$ cat config.mk
export PLATFORM = sky130hd
export DESIGN_NAME = sync_req_arbiter
export DESIGN_NICKNAME = d
export VERILOG_FILES = /design/src/rtl/sync_req_arbiter.sv
export SDC_FILE = /design/constraint.sdc
export NUM_CORES = 1
export LEC_CHECK = 0
export ABC_AREA = 1
export CAP_MARGIN = 25
export CELL_PAD_IN_SITES_DETAIL_PLACEMENT = 1
export CELL_PAD_IN_SITES_GLOBAL_PLACEMENT = 1
export CORE_UTILIZATION = 40
export CTS_CLUSTER_SIZE = 14
export DETAILED_ROUTE_END_ITERATION = 16
export GPL_ROUTABILITY_DRIVEN = 0
export PLACE_DENSITY = 0.87
export RECOVER_POWER = 50
export SETUP_SLACK_MARGIN = 0.5
export SYNTH_ARGS = -nofsm -noshare
export SYNTH_HDL_FRONTEND = slang
export SYNTH_SLANG_ARGS = --single-unit
$ cat constraint.sdc
create_clock -name clock -period 1.9 [get_ports clock]
set_clock_uncertainty 0.1 [all_clocks]
set_input_delay 0.38 -clock clock [delete_from_list [all_inputs] [get_ports clock]]
set_output_delay 0.38 -clock clock [all_outputs]
set_load 0.005 [all_outputs]
$ cat src/rtl/sync_req_arbiter.sv
// ----------------------------------------------------------------------------
// sync_req_arbiter
//   Grants one shared resource to one of NumReq asynchronous requesters.
//   Each request line first passes through its own SyncStages-deep flop
//   chain. A three-state round-robin FSM (IDLE -> GRANT -> RELEASE) then
//   hands out a one-hot grant. RELEASE always inserts one dead cycle
//   between owners.
//
//   Ports
//     clock        rising-edge clock for all state
//     reset        asynchronous, active-high; clears every flop
//     req_in       [NumReq]  asynchronous level requests
//     done         synchronous release from the current owner (GRANT only)
//     grant        [NumReq]  one-hot grant, zero when nothing is granted
//     grant_valid  high whenever grant is non-zero
//     grant_id     [IdWidth] index of the current/last winner
//     busy         high in GRANT or RELEASE
//     timeout      one-cycle pulse when a grant is forcibly revoked
// ----------------------------------------------------------------------------

// Per-requester synchronizer: a plain flop chain with no logic between stages.
module sync_req_arbiter_sync #(
    parameter int Stages = 2
) (
    input  logic clock,
    input  logic reset,
    input  logic d,
    output logic q
);
    logic [Stages-1:0] chain;

    always_ff @(posedge clock or posedge reset) begin
        if (reset) chain <= '0;
        else       chain <= {chain[Stages-2:0], d};
    end

    assign q = chain[Stages-1];
endmodule

module sync_req_arbiter #(
    parameter int NumReq        = 4,
    parameter int SyncStages    = 2,
    parameter int TimeoutWidth  = 8,
    parameter int TimeoutCycles = 200,
    localparam int IdWidth      = (NumReq > 1) ? $clog2(NumReq) : 1
) (
    input  logic               clock,
    input  logic               reset,
    input  logic [NumReq-1:0]  req_in,
    input  logic               done,
    output logic [NumReq-1:0]  grant,
    output logic               grant_valid,
    output logic [IdWidth-1:0] grant_id,
    output logic               busy,
    output logic               timeout
);
    localparam bit                    ToEnable = (TimeoutCycles != 0);
    localparam logic [TimeoutWidth-1:0] ToLast = TimeoutWidth'(TimeoutCycles - 1);

    typedef enum logic [1:0] {
        S_IDLE    = 2'd0,
        S_GRANT   = 2'd1,
        S_RELEASE = 2'd2
    } state_t;

    state_t                  state, state_nx;
    logic [NumReq-1:0]       req_s;
    logic [IdWidth-1:0]      rr_ptr, rr_ptr_nx;
    logic [TimeoutWidth-1:0] cnt, cnt_nx;
    logic [NumReq-1:0]       grant_nx;
    logic                    grant_valid_nx;
    logic [IdWidth-1:0]      grant_id_nx;
    logic                    busy_nx;
    logic                    timeout_nx;

    logic                    pick_vld;
    logic [IdWidth-1:0]      pick_id;
    logic                    withdraw;
    logic                    to_hit;

    // ------------------------------------------------------------------
    // One synchronizer per requester
    // ------------------------------------------------------------------
    for (genvar g = 0; g < NumReq; g++) begin : g_sync
        sync_req_arbiter_sync #(.Stages(SyncStages)) u_sync (
            .clock (clock),
            .reset (reset),
            .d     (req_in[g]),
            .q     (req_s[g])
        );
    end

    // ------------------------------------------------------------------
    // Round-robin pick: first set bit strictly above rr_ptr, otherwise the
    // first set bit at or below it (the wrap-around half of the scan).
    // ------------------------------------------------------------------
    always_comb begin
        pick_vld = 1'b0;
        pick_id  = '0;
        for (int i = 0; i < NumReq; i++) begin
            if (!pick_vld && req_s[i] && (i > int'(rr_ptr))) begin
                pick_vld = 1'b1;
                pick_id  = IdWidth'(i);
            end
        end
        for (int i = 0; i < NumReq; i++) begin
            if (!pick_vld && req_s[i] && (i <= int'(rr_ptr))) begin
                pick_vld = 1'b1;
                pick_id  = IdWidth'(i);
            end
        end
    end

    assign withdraw = ~req_s[grant_id];
    assign to_hit   = ToEnable && (cnt == ToLast);

    // ------------------------------------------------------------------
    // FSM next-state and registered-output values
    // ------------------------------------------------------------------
    always_comb begin
        state_nx       = state;
        rr_ptr_nx      = rr_ptr;
        cnt_nx         = cnt;
        grant_nx       = grant;
        grant_valid_nx = grant_valid;
        grant_id_nx    = grant_id;
        busy_nx        = busy;
        timeout_nx     = 1'b0;

        case (state)
            S_IDLE: begin
                if (pick_vld) begin
                    state_nx       = S_GRANT;
                    grant_nx       = NumReq'(1) << pick_id;
                    grant_valid_nx = 1'b1;
                    grant_id_nx    = pick_id;
                    busy_nx        = 1'b1;
                    rr_ptr_nx      = pick_id;
                    cnt_nx         = '0;
                end
            end
            S_GRANT: begin
                cnt_nx = (cnt == '1) ? cnt : cnt + 1'b1;
                if (done || withdraw || to_hit) begin
                    state_nx       = S_RELEASE;
                    grant_nx       = '0;
                    grant_valid_nx = 1'b0;
                    // Only flag a forced revoke when nothing else ended the grant.
                    timeout_nx     = to_hit && !done && !withdraw;
                end
            end
            S_RELEASE: begin
                state_nx = S_IDLE;
                busy_nx  = 1'b0;
            end
            default: begin
                state_nx       = S_IDLE;
                grant_nx       = '0;
                grant_valid_nx = 1'b0;
                busy_nx        = 1'b0;
            end
        endcase
    end

    always_ff @(posedge clock or posedge reset) begin
        if (reset) begin
            state       <= S_IDLE;
            rr_ptr      <= IdWidth'(NumReq - 1);
            cnt         <= '0;
            grant       <= '0;
            grant_valid <= 1'b0;
            grant_id    <= '0;
            busy        <= 1'b0;
            timeout     <= 1'b0;
        end else begin
            state       <= state_nx;
            rr_ptr      <= rr_ptr_nx;
            cnt         <= cnt_nx;
            grant       <= grant_nx;
            grant_valid <= grant_valid_nx;
            grant_id    <= grant_id_nx;
            busy        <= busy_nx;
            timeout     <= timeout_nx;
        end
    end
endmodule

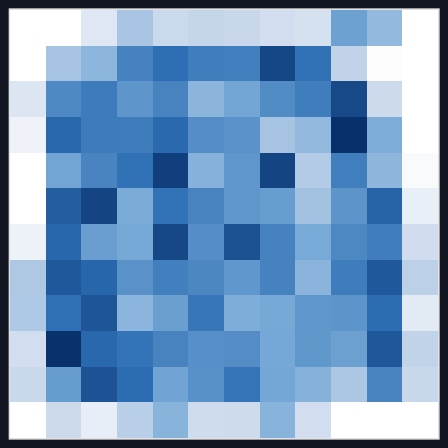
**Above:** cell area per tile.
12 x 12 tiles, from white (low) to dark blue (high), 0 to 100% covered.
17% of the tiles are over 75% full. The fullest tile reaches 100%. The densest ninth of the die: centre. 9.7% of the tiles are nearly empty. The mean over all tiles is 49%.

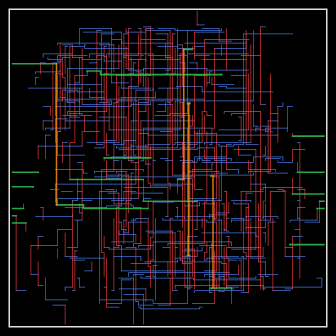
**Above:** routed metal, one colour a layer.
Key: blue = metal 1 [wire length 1550 um]; orange = metal 4 [wire length 101 um]; green = metal 3 [wire length 131 um]; red = metal 2 [wire length 1870 um]

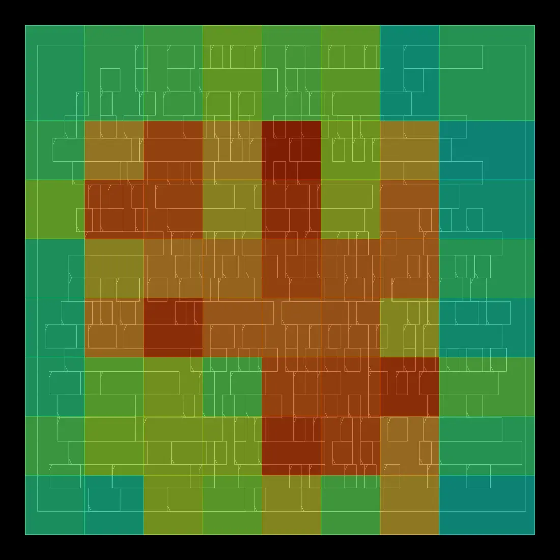
**Above:** routing congestion map.
layer with the highest usage: met2
met2 Use GR: 0.343
Routed wire per std cell: 15.2 um
Total GRT Usage: 0.218

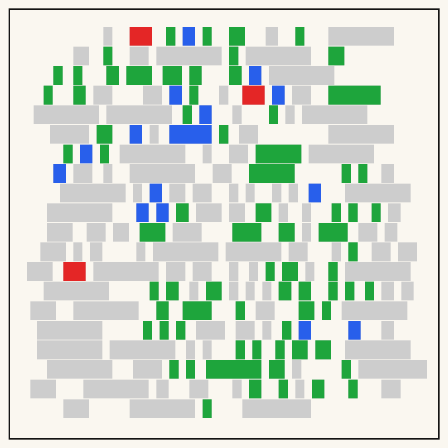
**Above:** gate-type map.
Key: red = xor and xnor cells [cells 3, most used xor2_1]; blue = aoi and oai cells [cells 15, most used o21ai_1]; green = nand cells [cells 73, most used nand2_1]
non-filler cells, final: 240
most numerous logic cell after layout: nand2_1
Comb/total area: 0.362

==> flow_summary.json <==
{
  "switching_share": 0.414,
  "initCoreUtil": 0.425,
  "drt_wl_total_um": 3650,
  "vias": 1215,
  "io_pins": 16,
  "finalPower_mw": 2.42,
  "top_logic_kind": "simple AND/OR/NAND/NOR gates",
  "start_kind": "register",
  "hp-start": "g_sync[3].u_sync.chain[0]",
  "cell_internal_pwr_mw": 1.42,
  "clockBufferDepth": 2,
  "outcome": "complete, no violations",
  "cp.arrival_ns": 1.83,
  "ant_nets": 0,
  "insertion_delay_ns": 0.33,
  "slowest_stage": "dfstp_2",
  "timing.hold.ws_ns": 0.252,
  "htreeDepth": 2,
  "crit_top_cell": "nand2_2",
  "fin_crit_ns": 1.70,
  "layout.nets": 203,
  "cts_resized": 38,
  "avgSynthCellArea_um2": 8.45,
  "synth_nets": 164,
  "p_leak_nw": 0.872,
  "top_cell_area_share": 0.512,
  "placedCellCount": 217,
  "edf_count": 0,
  "setup_viol_count_final": 0,
  "path_cells": "nand2_2 -> nand2_4 -> nand4_4 -> nor2_4 -> nand3_4 -> nand3_4 -> inv_2 -> nand2_2 -> nand2_2",
  "p_seq_frac": 0.376,
  "rsz0062_at_grt": "yes",
  "synthMostInstantiatedCell": "nand2_1",
  "ys_types": 23,
  "cpPeakStageDelay_ns": 0.60,
  "grt_pass1_vias": 1203,
  "p_per_area_nw_per_um2": 1360,
  "synthSimpleGateAreaFrac": 0.307,
  "numCtsBuffers": 5,
  "crit_fanout": 8,
  "ys_cells": 156,
  "post_cts_buffers": 10,
  "timing.max_cap.violations": 0,
  "asyncSetResetFlopFracSynth": 1.00,
  "ys_chip_area_um2": 1320,
  "ys_seq_share": 0.552,
  "crit_path_start": "rr_ptr[1]",
  "area_leaders": "dfrtp_1 51%, nand2_1 15%, nand3_1 4.9%",
  "postCtsHoldBufs": 0,
  "top_cells_by_count": "51 x nand2_1, 27 x dfrtp_1, 17 x inv_1",
  "drc_errors": 0,
  "cpLargestDelayFamily": "simple AND/OR/NAND/NOR gates",
  "drt-initial-drc-count": 46,
  "hpwl_um": 2150,
  "nFillCells": 393,
  "path_clk_slew_ns": 0.10,
  "mux_share": 0,
  "viasPerCell": 5.06,
  "fin_crit_sh": 0.894,
  "grt_max_degree": 30,
  "p_sw_mw": 1.00,
  "cp.required_ns": 2.03
}
routing by layer:
| metal | wire length [um] | GRT usage | vias to the layer above |
|---|---|---|---|
| met1 | 1550 | 0.275 | 600 |
| met4 | 100 | 0.129 | 0 |
| li1 | - | - | 579 |
| met3 | 131 | 0.0459 | 8 |
| met2 | 1870 | 0.343 | 28 |
| met5 | 0 | 0 | - |
sequential cells by signal (all words and copies together) (netlist names):
register and cells:
busy 1, cnt 8, g_sync.u_sync.chain 8, grant 4, grant_id 2, grant_valid 1, rr_ptr 2, state 2
timeout 1
worst paths after layout:
check | endpoint | slack (ns) | cells past startpoint
max | grant_id[0] | 0.20 | 9
min | g_sync[3].u_sync.chain[1] | 0.25 | 0
max reg2reg | grant_id[0] | 0.20 | 9
min reg2reg | g_sync[3].u_sync.chain[1] | 0.25 | 0
max in group asynchronous | g_sync[0].u_sync.chain[1] | 0.67 | 3
min in group asynchronous | grant_id[0] | 0.57 | 3
power by group through the flow:
stage / combinational, mW / sequential (mW) / clock (mW)
after floorplan: 0.546 / 0.899 / 0
after global placement: 0.835 / 0.909 / 0
after detailed placement: 0.868 / 0.924 / 0
after CTS: 1.02 / 0.895 / 0.363
after global routing: 1.29 / 0.929 / 0.388
final: 1.16 / 0.910 / 0.348
stage by stage:
stage / setup slack, ns / utilization
6_report: 0.201 / 0.576
3_5_place_dp: 0.159 / 0.502
3_3_place_gp: 0.205 / 0.502
4_1_cts: 0.233 / 0.550
5_1_grt: 0.121 / 0.576
2_1_floorplan: 0.411 / -
area by class of cell:
type / instances / area (um^2) / area share
flip-flops and latches: 29 / 728 / 0.407
inverters: 18 / 67.6 / 0.0378
well taps: 44 / 55.1 / 0.0308
clock buffers: 8 / 48.8 / 0.0273
multi-input cells: 109 / 648 / 0.362
repair buffers: 32 / 240 / 0.134
No activity file was given, so power comes from the tool's default toggle rates.
